m1.png
The bar under the picture is 20 µm long. Supply wires on this layer in grey.
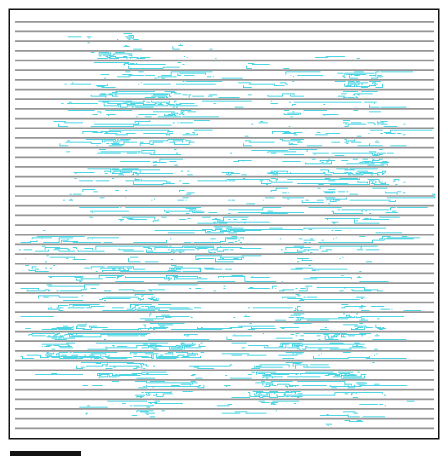
m2.png
Cells faint in the background.
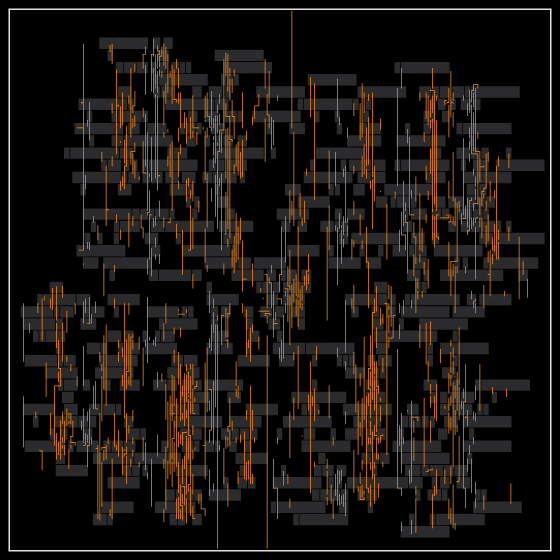
Design turn_signal_ctrl, sky130hd; sources not shown.
==> out/metrics.cfg <==
[floorplanning]
chipArea_um2=14500
die_height_um=120

[placement]
placed_cells=711
detailedPlacementHpwl_um=6690

[setup_path]
reg2reg_setup_slack_ns=0.25
critical_path.max_stage_delay_ns=0.57
timing.setup.critical_path_class=register to register

[sta]
setup-tns-final_ns=0
post-route-min-period_ns=2.45
achievable-frequency_mhz=408

[yosys]
yosys_area_um2=4900
synth_async_sr_flop_share=0
yosys.stat.seqShare=0.509
synth_stat.cells=495
yosysTopAreaCell=edfxtp_1
syn-mean-instance-area_um2=9.89

[finish]
final_core_utilization=0.408
num_antenna_cells=0

[run_status]
run_status=finished, final reports clean

[clock_network]
clock_tree.buffer_depth=2
cts.root.buffer_cell=clkbuf_4

[power]
p_per_area_nw_per_um2=493
vdd_drop_max_v=0.000378

Notes on m1.png above:
534 nets have wire on it. The longest straight run is 23.0 µm. The layer carries 4580 µm of wire.
met1 demand-to-capacity share in global routing: 0.182
DRT Wirelength: 9490 µm
routed via count: 3726

Notes on m2.png above:
466 nets have wire on it. The layer holds 45% of the routed length. The wires run mostly vertical. The longest straight run is 49.8 µm. The layer carries 4320 µm of wire.
GRT met2 Usage: 0.226

-- metal layers --
| metal | GRT usage | part of all wire |
|---|---|---|
| met2 | 0.226 | 0.45 |
| met5 | 0 | 0 |
| met4 | 0.0370 | 0.012 |
| met3 | 0.0509 | 0.050 |
| met1 | 0.182 | 0.48 |
-- cell families after synthesis --
family | after synthesis | share of synthesized area
adders and majority gates | 4 | 0.0102
other | 1 | 0.000766
AOI/OAI and AO/OA | 69 | 0.0836
buffers and inverters | 36 | 0.0319
DFF | 96 | 0.509
xor gates and xnor gates | 53 | 0.0948
muxes | 1 | 0.00204
and+or+nand+nor | 235 | 0.268
-- critical path, delay by kind of cell (launching register included) --
family	cells	cell delay [ns]
and+or+nand+nor	3	1.05
AOI/OAI and AO/OA	1	0.49
DFF	1	0.49
-- cell usage in the layout, fill, tap and decap left out, types with 22 or more instances in the layout --
master	count
nand3_1	25
dfxtp_1	39
or3_1	22
conb_1	57
xor2_1	34
a21oi_1	29
nand2_1	30
nor2_1	61
nand4_1	24
edfxtp_1	57
-- area by class of cell --
cell class	instances	area [µm²]	area share
clock buffers	10	75.1	0.0137
flip-flops and latches	96	2490	0.454
multi-input cells	419	2460	0.448
repair buffers	9	77.6	0.0141
well taps	176	220	0.0401
inverters	15	56.3	0.0103
clock inverters	6	108	0.0196
-- what timing repair did --
action / 4_1_cts / 5_1_grt
buffers inserted: 0 / 0
hold buffers: 4 / 0
endpoints found under the hold margin: 4 / 0
-- power breakdown --
| group | total, mW | leakage (nW) | internal (mW) | switching [mW] |
|---|---|---|---|---|
| Clock | 0.969 | 0.0980 | 0.477 | 0.492 |
| Combinational | 0.0973 | 0.864 | 0.0398 | 0.0575 |
| Sequential | 1.64 | 0.904 | 1.59 | 0.0460 |
| Total | 2.71 | 1.87 | 2.11 | 0.596 |
-- through the flow --
stage	hold WS, ns	instance area [µm²]
after detailed placement	0.270	5260
after global routing	0.00134	5490
after floorplan	0.262	5110
after CTS	0.000284	5490
after global placement	0.267	5260
final	0.0403	5490
Power figures rest on the tool's default switching activity, not on a simulated workload.
